## src/rtl/wb_port_arbiter.sv

```systemverilog
// Register-file write-port arbiter: pipeline write-back has priority, long-latency unit
// results queue in an in-order buffer and force a pipeline freeze when starved or full.
module wb_port_arbiter #(
    parameter int DEPTH        = 4,
    parameter int STARVE_LIMIT = 8
) (
    input  logic        clk,
    input  logic        rst,
    input  logic        wb_reg_w,
    input  logic        wb_mem_to_reg,
    input  logic [31:0] wb_alu_result,
    input  logic [31:0] wb_mem_data,
    input  logic [4:0]  wb_rd_addr,
    input  logic        lu_valid,
    input  logic [4:0]  lu_rd_addr,
    input  logic [31:0] lu_data,
    output logic        lu_ready,
    input  logic [4:0]  chk_rs,
    input  logic [4:0]  chk_rt,
    output logic        pend_hit,
    output logic        stall_pipe,
    output logic        rf_we,
    output logic [4:0]  rf_waddr,
    output logic [31:0] rf_wdata
);

    localparam int AW = $clog2(DEPTH);
    localparam int CW = AW + 1;
    localparam int SW = $clog2(STARVE_LIMIT + 1);

    typedef enum logic [0:0] {
        ST_NORMAL = 1'b0,
        ST_DRAIN  = 1'b1
    } state_t;

    state_t        state_r, state_next_s;
    logic [4:0]    buf_addr_r  [DEPTH];
    logic [31:0]   buf_data_r  [DEPTH];
    logic          buf_live_r  [DEPTH];
    logic          buf_stale_r [DEPTH];
    logic [AW-1:0] wr_ptr_r, rd_ptr_r;
    logic [CW-1:0] count_r, count_next_s;
    logic [SW-1:0] starve_r, starve_next_s;
    logic          rf_we_r;
    logic [4:0]    rf_waddr_r;
    logic [31:0]   rf_wdata_r;

    logic          stall_s, pw_s, push_s, store_s;
    logic          head_valid_s, head_stale_s, pop_s, lu_write_s;
    logic          pend_hit_s;
    logic [31:0]   pw_data_s;

    assign stall_s      = (state_r == ST_DRAIN);
    assign pw_s         = wb_reg_w & (wb_rd_addr != 5'd0) & ~stall_s;
    assign pw_data_s    = wb_mem_to_reg ? wb_mem_data : wb_alu_result;
    assign lu_ready     = (count_r < CW'(DEPTH));
    assign push_s       = lu_valid & lu_ready;
    // Writes to r0 are architecturally void, so they are accepted but never stored.
    assign store_s      = push_s & (lu_rd_addr != 5'd0);
    assign head_valid_s = (count_r != {CW{1'b0}});
    assign head_stale_s = buf_stale_r[rd_ptr_r];
    assign pop_s        = head_valid_s & (head_stale_s | ~pw_s);
    assign lu_write_s   = pop_s & ~head_stale_s;
    assign count_next_s = count_r + CW'(store_s) - CW'(pop_s);

    assign stall_pipe = stall_s;
    assign pend_hit   = pend_hit_s;
    assign rf_we      = rf_we_r;
    assign rf_waddr   = rf_waddr_r;
    assign rf_wdata   = rf_wdata_r;

    // Starvation counter next value.
    always_comb begin
        starve_next_s = starve_r;
        if (!head_valid_s || pop_s) begin
            starve_next_s = {SW{1'b0}};
        end else if (starve_r < SW'(STARVE_LIMIT)) begin
            starve_next_s = starve_r + SW'(1'b1);
        end else begin
            starve_next_s = starve_r;
        end
    end

    // Freeze FSM next state.
    always_comb begin
        state_next_s = state_r;
        case (state_r)
            ST_NORMAL: begin
                if ((count_next_s == CW'(DEPTH)) || (starve_next_s == SW'(STARVE_LIMIT))) begin
                    state_next_s = ST_DRAIN;
                end else begin
                    state_next_s = ST_NORMAL;
                end
            end
            ST_DRAIN: begin
                if (count_next_s == {CW{1'b0}}) begin
                    state_next_s = ST_NORMAL;
                end else begin
                    state_next_s = ST_DRAIN;
                end
            end
            default: state_next_s = ST_NORMAL;
        endcase
    end

    // Hazard query against live, non-stale buffered destinations.
    always_comb begin
        pend_hit_s = 1'b0;
        for (int i = 0; i < DEPTH; i++) begin
            if (buf_live_r[i] && !buf_stale_r[i] &&
                (((chk_rs != 5'd0) && (buf_addr_r[i] == chk_rs)) ||
                 ((chk_rt != 5'd0) && (buf_addr_r[i] == chk_rt)))) begin
                pend_hit_s = 1'b1;
            end else begin
                pend_hit_s = pend_hit_s;
            end
        end
    end

    // Buffer storage; a pipeline commit to the same rd supersedes buffered results.
    always_ff @(posedge clk or posedge rst) begin
        if (rst) begin
            for (int i = 0; i < DEPTH; i++) begin
                buf_addr_r[i]  <= 5'd0;
                buf_data_r[i]  <= 32'd0;
                buf_live_r[i]  <= 1'b0;
                buf_stale_r[i] <= 1'b0;
            end
        end else begin
            for (int i = 0; i < DEPTH; i++) begin
                if (pw_s && buf_live_r[i] && (buf_addr_r[i] == wb_rd_addr)) begin
                    buf_stale_r[i] <= 1'b1;
                end
            end
            if (pop_s) begin
                buf_live_r[rd_ptr_r] <= 1'b0;
            end
            if (store_s) begin
                buf_addr_r[wr_ptr_r]  <= lu_rd_addr;
                buf_data_r[wr_ptr_r]  <= lu_data;
                buf_live_r[wr_ptr_r]  <= 1'b1;
                buf_stale_r[wr_ptr_r] <= pw_s && (lu_rd_addr == wb_rd_addr);
            end
        end
    end

    // Pointers, occupancy, starvation counter and FSM state.
    always_ff @(posedge clk or posedge rst) begin
        if (rst) begin
            wr_ptr_r <= {AW{1'b0}};
            rd_ptr_r <= {AW{1'b0}};
            count_r  <= {CW{1'b0}};
            starve_r <= {SW{1'b0}};
            state_r  <= ST_NORMAL;
        end else begin
            if (store_s) begin
                wr_ptr_r <= wr_ptr_r + AW'(1'b1);
            end
            if (pop_s) begin
                rd_ptr_r <= rd_ptr_r + AW'(1'b1);
            end
            count_r  <= count_next_s;
            starve_r <= starve_next_s;
            state_r  <= state_next_s;
        end
    end

    // Registered write port: pipeline first, then a live buffer head.
    always_ff @(posedge clk or posedge rst) begin
        if (rst) begin
            rf_we_r    <= 1'b0;
            rf_waddr_r <= 5'd0;
            rf_wdata_r <= 32'd0;
        end else if (pw_s) begin
            rf_we_r    <= 1'b1;
            rf_waddr_r <= wb_rd_addr;
            rf_wdata_r <= pw_data_s;
        end else if (lu_write_s) begin
            rf_we_r    <= 1'b1;
            rf_waddr_r <= buf_addr_r[rd_ptr_r];
            rf_wdata_r <= buf_data_r[rd_ptr_r];
        end else begin
            rf_we_r    <= 1'b0;
        end
    end

endmodule
```

## config.mk

```make
export PLATFORM = sky130hd
export DESIGN_NAME = wb_port_arbiter
export DESIGN_NICKNAME = d
export VERILOG_FILES = /design/src/rtl/wb_port_arbiter.sv
export SDC_FILE = /design/constraint.sdc
export NUM_CORES = 1
export LEC_CHECK = 0
export ABC_AREA = 1
export CAP_MARGIN = 10
export CELL_PAD_IN_SITES_DETAIL_PLACEMENT = 1
export CELL_PAD_IN_SITES_GLOBAL_PLACEMENT = 1
export CORE_ASPECT_RATIO = 0.8
export CORE_MARGIN = 10
export CORE_UTILIZATION = 44
export DETAILED_ROUTE_END_ITERATION = 7
export PLACE_DENSITY = 0.95
export RECOVER_POWER = 25
export REMOVE_ABC_BUFFERS = 1
export SLEW_MARGIN = 20
export SYNTH_ARGS = -nofsm -noshare
export SYNTH_HDL_FRONTEND = slang
export SYNTH_SLANG_ARGS = --single-unit
export TNS_END_PERCENT = 30
```

## constraint.sdc

```tcl
create_clock -name clk -period 20.1 [get_ports clk]
set_input_delay 3.015 -clock clk [delete_from_list [all_inputs] [get_ports clk]]
set_output_delay 3.015 -clock clk [all_outputs]
set_load 0.05 [all_outputs]
```

**Cells coloured by class**

The bar under the picture is 50 µm long. Fill, decap, tap and diode cells in grey.
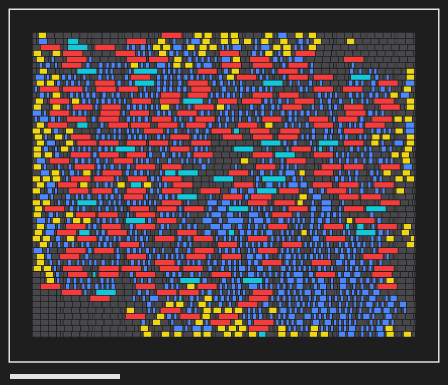
Key: all other logic = blue [cells 1045, share of their area 40%]; other buffers and delay cells = yellow [cells 166, share of their area 13%]; clock drivers and dummy loads = cyan [cells 40, share of their area 6.0%]; flip-flops = red [cells 206, share of their area 41%]

**Metal 1**

Supply wires on this layer in grey.
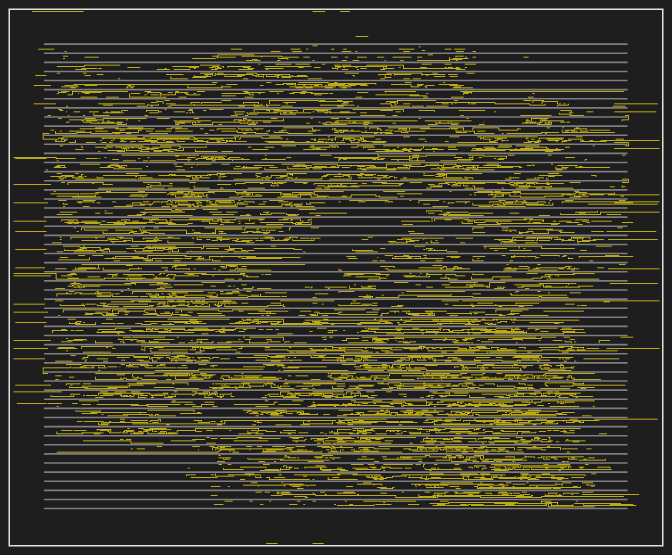
1450 nets have wire on it. The layer carries 14800 µm of wire.
Via Count: 9690
aggregate routed wire length: 34.9 mm
met1 Usage GRT: 26.3%

==> synthesized netlist by cell type (4+ instances only) <==
library cell and count:
a21oi_1 16, a31oi_1 35, buf_1 4, buf_2 39
buf_4 4, buf_6 10, clkbuf_1 34, dfrtp_1 206
ha_1 10, inv_1 84, inv_2 5, mux2_2 32
nand2_1 429, nand2_2 4, nand2_4 6, nand3_1 115
nor2_1 75, o21ai_0 151, o21ai_1 9, xnor2_1 41
xor2_1 15
==> cell families after synthesis <==
kind of cell	after synthesis	share of synthesized area (%)
flip-flops	206	48.0
adder cells (fa/ha/maj)	11	1.35
buffers and inverters	184	7.80
AND/OR/NAND/NOR	635	24.2
AND-OR/OR-AND	219	10.8
multiplexers	32	3.35
XOR/XNOR	56	4.56
==> metrics.csv <==
metric,value,unit
Worst path slowest cell,clkdlybuf4s50_1,
post-route clock period utilization,41.3,%
Clock Power Share,19.0,%
outcome,finished with violations,
Distinct lib cells used,31,
worst-path maximum fanout,5,
"Cell Area, Synth",0.0107,mm²
Core Area,0.0242,mm²
Synthesis Warnings,0,
CP endpoint kind,output port,
maximum vdd ir drop,0.110,mV
headroom to the max-slew limit,-275,%
worst-path cell chain,"clkdlybuf4s50_1, inv_1, nand2_1, nor2_1, nor2_1, nand2_1, nand2_1, nand2_1, nand2_1, inv_1, nand2_1, clkdlybuf4s50_1",
fin. max-slew vios,126,
width of the die,195,µm
HPWL after detailed placement,22.3,mm
RSZ-0062 raised after global routing,no,
initial antenna violation count,1,
Crit Reg-Reg Startpoint,stall_pipe,
Mapped Cells,1343,
Placed Cells incl. Taps,1735,
# Post-CTS Setup Buffers,0,
total of max-cap violations,1,
share of cells above drive strength 1,6.79,%
CP arrival,5.29,ns
failing checks,"capacitance limit, slew limit",
largest area contributor in the netlist,dfrtp_1,
R2R Setup Slk,16.53,ns
Power and IR drop assume default switching activity.
